===== src/rtl/dmem_arb_pkg.sv =====
// Shared definitions for the data-memory arbiter: FSM state encoding
// and memory port-select codes.
package dmem_arb_pkg;

  typedef enum logic {
    S_CPU = 1'b0,
    S_DMA = 1'b1
  } arb_state_e;

  localparam logic SEL_CPU = 1'b0;
  localparam logic SEL_DMA = 1'b1;

endpackage


===== src/rtl/dmem_arbiter.sv =====
// Single-port data memory arbiter: CPU priority with a starvation counter
// that forces bounded DMA bursts, stalling the pipeline while DMA owns memory.
module dmem_arbiter
  import dmem_arb_pkg::*;
#(
  parameter int DATA_W    = 32,
  parameter int ADDR_W    = 32,
  parameter int MAX_WAIT  = 4,
  parameter int DMA_BURST = 8
) (
  input  logic              clk,
  input  logic              rst_n,
  input  logic              cpu_req,
  input  logic              cpu_we,
  input  logic [ADDR_W-1:0] cpu_addr,
  input  logic [DATA_W-1:0] cpu_wdata,
  output logic [DATA_W-1:0] cpu_rdata,
  output logic              cpu_stall,
  input  logic              dma_req,
  input  logic              dma_we,
  input  logic [ADDR_W-1:0] dma_addr,
  input  logic [DATA_W-1:0] dma_wdata,
  output logic              dma_gnt,
  output logic              dma_rvalid,
  output logic [DATA_W-1:0] dma_rdata,
  output logic [ADDR_W-1:0] mem_addr,
  output logic [DATA_W-1:0] mem_wdata,
  output logic              mem_write,
  output logic              mem_read,
  input  logic [DATA_W-1:0] mem_rdata
);

  localparam int WW = $clog2(MAX_WAIT + 1);
  localparam int BW = (DMA_BURST > 1) ? $clog2(DMA_BURST) : 1;
  localparam logic [WW-1:0] WAIT_LAST = WW'(MAX_WAIT - 1);
  localparam logic [BW-1:0] BEAT_LAST = BW'(DMA_BURST - 1);

  arb_state_e        state_reg, state_next;
  logic [WW-1:0]     wait_reg, wait_next;
  logic [BW-1:0]     beat_reg, beat_next;
  logic              dma_rvalid_reg;
  logic [DATA_W-1:0] dma_rdata_reg;

  logic cpu_grant, dma_grant, sel;

  always_comb begin
    cpu_grant  = 1'b0;
    dma_grant  = 1'b0;
    state_next = state_reg;
    wait_next  = wait_reg;
    beat_next  = beat_reg;
    case (state_reg)
      S_CPU: begin
        if (cpu_req)      cpu_grant = 1'b1;
        else if (dma_req) dma_grant = 1'b1;

        // A denied DMA request ages; the MAX_WAIT-th denial forces ownership.
        if (dma_grant) begin
          wait_next = '0;
        end else if (cpu_req && dma_req) begin
          if (wait_reg == WAIT_LAST) begin
            state_next = S_DMA;
            wait_next  = '0;
            beat_next  = '0;
          end else begin
            wait_next = wait_reg + WW'(1);
          end
        end
      end
      S_DMA: begin
        if (dma_req)      dma_grant = 1'b1;
        else if (cpu_req) cpu_grant = 1'b1;

        wait_next = '0;
        if (!dma_req || beat_reg == BEAT_LAST) begin
          state_next = S_CPU;
          beat_next  = '0;
        end else begin
          beat_next = beat_reg + BW'(1);
        end
      end
      default: begin
        state_next = S_CPU;
        wait_next  = '0;
        beat_next  = '0;
      end
    endcase
  end

  always_ff @(posedge clk or negedge rst_n) begin
    if (!rst_n) begin
      state_reg      <= S_CPU;
      wait_reg       <= '0;
      beat_reg       <= '0;
      dma_rvalid_reg <= 1'b0;
      dma_rdata_reg  <= '0;
    end else begin
      state_reg      <= state_next;
      wait_reg       <= wait_next;
      beat_reg       <= beat_next;
      dma_rvalid_reg <= dma_grant & ~dma_we;
      if (dma_grant && !dma_we) dma_rdata_reg <= mem_rdata;
    end
  end

  // CPU port drives the memory whenever DMA is not granted, including idle.
  assign sel       = dma_grant ? SEL_DMA : SEL_CPU;
  assign mem_addr  = (sel == SEL_DMA) ? dma_addr : cpu_addr;
  assign mem_wdata = (sel == SEL_DMA) ? dma_wdata : cpu_wdata;
  assign mem_write = (cpu_grant & cpu_we) | (dma_grant & dma_we);
  assign mem_read  = (cpu_grant & ~cpu_we) | (dma_grant & ~dma_we);

  assign cpu_rdata  = mem_rdata;
  assign cpu_stall  = cpu_req & ~cpu_grant;
  assign dma_gnt    = dma_req & dma_grant;
  assign dma_rvalid = dma_rvalid_reg;
  assign dma_rdata  = dma_rdata_reg;

endmodule


===== config.mk =====
export PLATFORM = sky130hd
export DESIGN_NAME = dmem_arbiter
export DESIGN_NICKNAME = d
export VERILOG_FILES = /design/src/rtl/dmem_arb_pkg.sv /design/src/rtl/dmem_arbiter.sv
export SDC_FILE = /design/constraint.sdc
export NUM_CORES = 1
export LEC_CHECK = 0
export CAP_MARGIN = 30
export CORE_MARGIN = 8
export CORE_UTILIZATION = 26
export CTS_CLUSTER_DIAMETER = 120
export DETAILED_ROUTE_END_ITERATION = 10
export HOLD_SLACK_MARGIN = 0.1
export PLACE_DENSITY = 0.78
export SLEW_MARGIN = 20
export SYNTH_ARGS = -nofsm -noshare
export SYNTH_HDL_FRONTEND = slang
export SYNTH_SLANG_ARGS = --single-unit

===== constraint.sdc =====
create_clock -name clk -period 1.55 [get_ports clk]
set_input_delay 0.31 -clock clk [delete_from_list [all_inputs] [get_ports clk]]
set_output_delay 0.31 -clock clk [all_outputs]
set_load 0.005 [all_outputs]

==> images/final_congestion.png <==
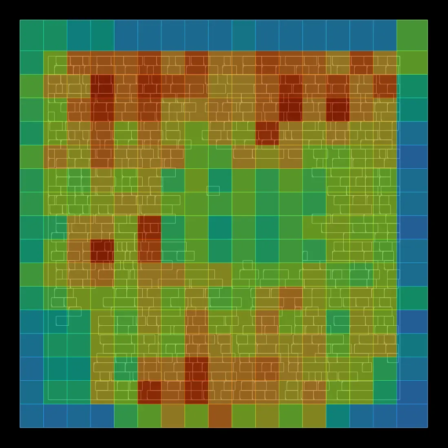
global-route track usage on met1: 19.3%
grt met2 use: 35.8%

==> images/clock_map.png <==
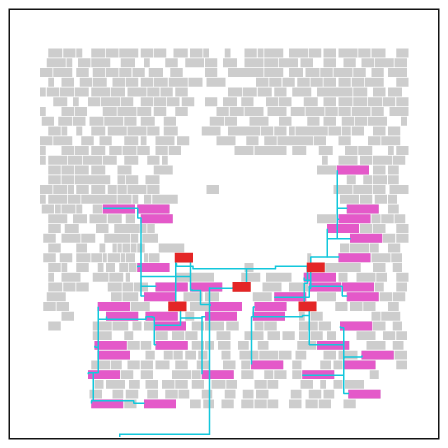
- magenta: flip-flops (count 40)
- red: cells driving clock nets (count 5)
- cyan: clock wires (length 506 um)
- routed clock nets: 6

==> images/registers.png <==
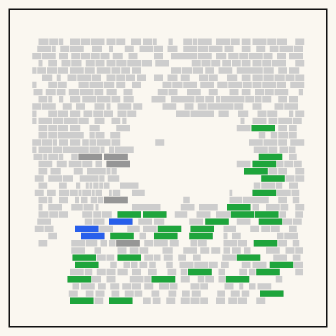
- green: `dma_rdata` (sequential cells 32)
- blue: `beat_reg` (sequential cells 3)

==> images/cell_classes.png <==
The bar under the picture is 20 um long.
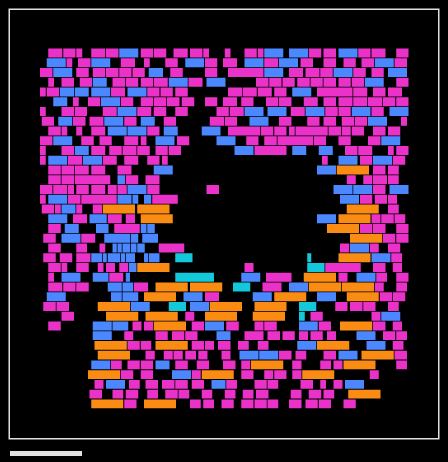
- orange: flip-flops (cells 40; share of their area 16%)
- magenta: other buffers and delay cells (cells 365; share of their area 57%)
- blue: all other logic (cells 127; share of their area 26%)
- cyan: clock drivers and dummy loads (cells 8; share of their area 1.7%)

==> images/pdn.png <==
Pins as bars on the die edge. Tap cells in gray.
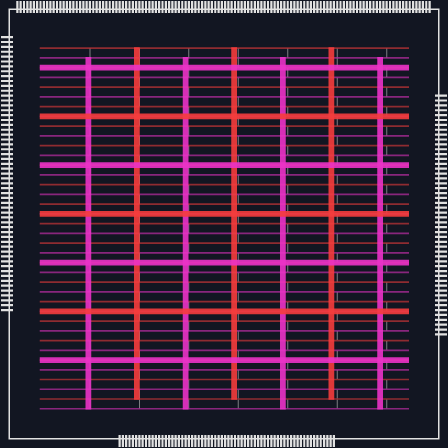
- red: VDD
- magenta: VSS
- tap cells: 136
- met1 rails: 38
- met5 straps: 7
- rows: 37
- signal pins: 299

## logic make-up after synthesis
| family | after synthesis | share of synthesized area, % |
|---|---|---|
| multiplexers | 97 | 43.2 |
| buffers and inverters | 47 | 14.1 |
| AND/OR/NAND/NOR | 15 | 3.10 |
| adder cells (fa/ha/maj) | 3 | 1.35 |
| AND-OR/OR-AND | 9 | 2.25 |
| flip-flops | 40 | 36.0 |
## routing by layer
| metal | global-route usage [%] | up-vias |
|---|---|---|
| met5 | 0 | - |
| met4 | 4.29 | 2 |
| met3 | 6.99 | 14 |
| met2 | 35.8 | 138 |
| met1 | 19.3 | 1409 |
| li1 | - | 1379 |
## stage by stage
| step | cells | TNS [ns] | power [mW] |
|---|---|---|---|
| after floorplan | 211 | 0 | 2.04 |
| after global placement | 646 | -72.21 | 3.28 |
| after detailed placement | 646 | -73.08 | 3.34 |
| after CTS | 674 | -35.35 | 4.23 |
| after global routing | 676 | -40.98 | 4.57 |
| final | 676 | -33.64 | 4.32 |
## area by class of cell
cell class,instances,area (sq um)
multi-input cells,124,1620
well taps,136,170
fillers,820,3830
repair buffers,365,3630
flip-flops and latches,40,1000
clock buffers,6,72.6
inverters,3,16.3
clock inverters,2,35.0
## worst max-delay path, cell delays in order (launching register included)
cell and delay [ns]:
sky130_fd_sc_hd__dfrtp_1 0.38, sky130_fd_sc_hd__nand2b_4 0.17, sky130_fd_sc_hd__nand2_8 0.11, sky130_fd_sc_hd__buf_12 0.16, sky130_fd_sc_hd__clkbuf_16 0.17, sky130_fd_sc_hd__mux2_4 0.31, sky130_fd_sc_hd__buf_6 0.12
## how the worst min path moves through the flow
stage / cells after the start / startpoint / end / slack [ns]
finish: 1 / dma_rdata[14]$_DFFE_PN0P_ / dma_rdata[14]$_DFFE_PN0P_ / 0.51
global route: 1 / dma_rdata[14]$_DFFE_PN0P_ / dma_rdata[14]$_DFFE_PN0P_ / 0.52
CTS: 1 / dma_rdata[14]$_DFFE_PN0P_ / dma_rdata[14]$_DFFE_PN0P_ / 0.52
detailed placement: 2 / rst_n / dma_rdata[4]$_DFFE_PN0P_ / 0.41
global placement: 2 / rst_n / dma_rdata[3]$_DFFE_PN0P_ / 0.39
floorplan: 0 / rst_n / beat_reg[0]$_DFFE_PN0P_ / 0.01
## power groups by stage
stage	clock network (mW)	registers [mW]	logic, mW
floorplan	0	1.38	0.651
global placement	0	1.37	1.92
detailed placement	0	1.39	1.95
CTS	0.855	1.37	2.01
global route	0.909	1.39	2.27
finish	0.819	1.37	2.14
## repair_timing
action | in CTS | in global routing
endpoints found under the hold margin | 32 | 0
setup endpoints to repair | 132 | 101
pin swaps | 1 | 2
setup buffers | 11 | 3
gates resized | 292 | 129
hold buffers | 1 | 0
gates cloned | 8 | 3
==> run_summary.xml <==
<?xml version="1.0" encoding="UTF-8"?>
<metrics>
  <group name="outcome">
    <metric name="outcome" unit="">complete, but fails checks</metric>
    <metric name="failed_checks" unit="">setup timing</metric>
  </group>
  <group name="final_layout">
    <metric name="diodes" unit="">0</metric>
    <metric name="drive_gt1_share" unit="%">45.6</metric>
    <metric name="final_util" unit="%">63.1</metric>
    <metric name="syn2layout_area_growth" unit="%">135</metric>
    <metric name="final_common_cell" unit="">sky130_fd_sc_hd__clkdlybuf4s50_1</metric>
    <metric name="postLayoutCellArea" unit="sq um">6540</metric>
    <metric name="design.final.nets" unit="">708</metric>
    <metric name="largest_register_ffs" unit="">32</metric>
  </group>
  <group name="synth">
    <metric name="fp_nets" unit="">380</metric>
    <metric name="synth_chip_area" unit="sq um">2780</metric>
    <metric name="synth_area_leader_cell" unit="">sky130_fd_sc_hd__dfrtp_1</metric>
    <metric name="synthDominantCellAreaShare" unit="%">36.0</metric>
    <metric name="number_of_distinct_standard_cells_referenced_by_the_synthesized_netlist" unit="">24</metric>
    <metric name="ys_seq_share" unit="%">36.0</metric>
    <metric name="synthesis.yosys.warnings" unit="">0</metric>
    <metric name="top_cell" unit="">sky130_fd_sc_hd__mux2_2</metric>
    <metric name="enable_flop_cells" unit="">0</metric>
    <metric name="synthCells" unit="">211</metric>
    <metric name="yosysCellCount" unit="">211</metric>
    <metric name="postSynthAreaPerCell" unit="sq um">13.2</metric>
    <metric name="synthFlopType" unit="">sky130_fd_sc_hd__dfrtp_1</metric>
  </group>
  <group name="place">
    <metric name="place.port_buffers" unit="">298</metric>
    <metric name="gp_routability_congestion" unit="">0.816</metric>
    <metric name="dpl_cell_area" unit="sq um">5920</metric>
    <metric name="dp_slack" unit="ns">-0.928</metric>
  </group>
  <group name="timing">
    <metric name="worst_slew_margin_rel" unit="%">66.2</metric>
    <metric name="worst_margin_pin_slew" unit="ns">0.507</metric>
    <metric name="finalSetupViolCount" unit="">99</metric>
    <metric name="worst_hold_slack" unit="ns">0.513</metric>
    <metric name="report.final.hold_viol_count" unit="">0</metric>
    <metric name="rsz_0062_raised_after_global_routing" unit="">true</metric>
    <metric name="finalMaxSlewViolations" unit="">0</metric>
    <metric name="setup_ws" unit="ns">-0.459</metric>
    <metric name="timing.fmax" unit="MHz">498</metric>
  </group>
  <group name="setup_path">
    <metric name="worst-path-max-fanout" unit="">6</metric>
    <metric name="critPathLaunchType" unit="">flip-flop</metric>
    <metric name="rr_startpoint" unit="">state_reg$_DFF_PN0_</metric>
    <metric name="worst-endpoint-arrival" unit="ns">1.70</metric>
    <metric name="end_kind" unit="">output port</metric>
    <metric name="worst_setup_ep" unit="">mem_wdata[20]</metric>
  </group>
  <group name="floorplanning">
    <metric name="core-area" unit="sq um">10400</metric>
    <metric name="floorplan.die.height" unit="um">119</metric>
    <metric name="row_count" unit="">37</metric>
    <metric name="design.portCount" unit="">299</metric>
    <metric name="die_x" unit="um">119</metric>
  </group>
  <group name="global_routing">
    <metric name="groute.usage.overall" unit="%">18.9</metric>
    <metric name="antenna_found_initial" unit="">1</metric>
    <metric name="grt_overflow" unit="">0</metric>
    <metric name="grt_pass1_vias" unit="">3491</metric>
    <metric name="first_pass_grt_wire_length" unit="um">20900</metric>
  </group>
  <group name="pwr">
    <metric name="leakage_dissipation" unit="nW">3.12</metric>
    <metric name="share_comb_of_total_power" unit="%">49.5</metric>
    <metric name="power.share.sequential" unit="%">31.6</metric>
    <metric name="power.switching_fraction" unit="%">25.0</metric>
    <metric name="max_vdd_drop" unit="mV">0.456</metric>
    <metric name="clock_power_share" unit="%">18.9</metric>
    <metric name="pwr_density_cell" unit="nW/um^2">661</metric>
  </group>
  <group name="routing">
    <metric name="met1Wirelength" unit="um">5140</metric>
    <metric name="detail_route.drc_violations" unit="">0</metric>
    <metric name="drt_iter0_markers" unit="">119</metric>
    <metric name="first_pass_iters" unit="">4</metric>
    <metric name="dr_total_vias" unit="">2942</metric>
    <metric name="met2WireLength" unit="um">8170</metric>
    <metric name="route.detailed.wl_per_inst" unit="um">21.9</metric>
    <metric name="highest-signal-layer" unit="">met5</metric>
  </group>
  <group name="cts">
    <metric name="clk_transition_reported_paths" unit="ns">0.08</metric>
    <metric name="tritoncts" unit="">yes</metric>
    <metric name="clock-root-buffer" unit="">sky130_fd_sc_hd__clkbuf_8</metric>
    <metric name="clock.latency.late_pin" unit="ns">0.28</metric>
  </group>
  <group name="worst_hold_path">
    <metric name="min-delay-path-class" unit="">reg -&gt; reg</metric>
  </group>
</metrics>
Power figures rest on the tool's default switching activity, not on a simulated workload.
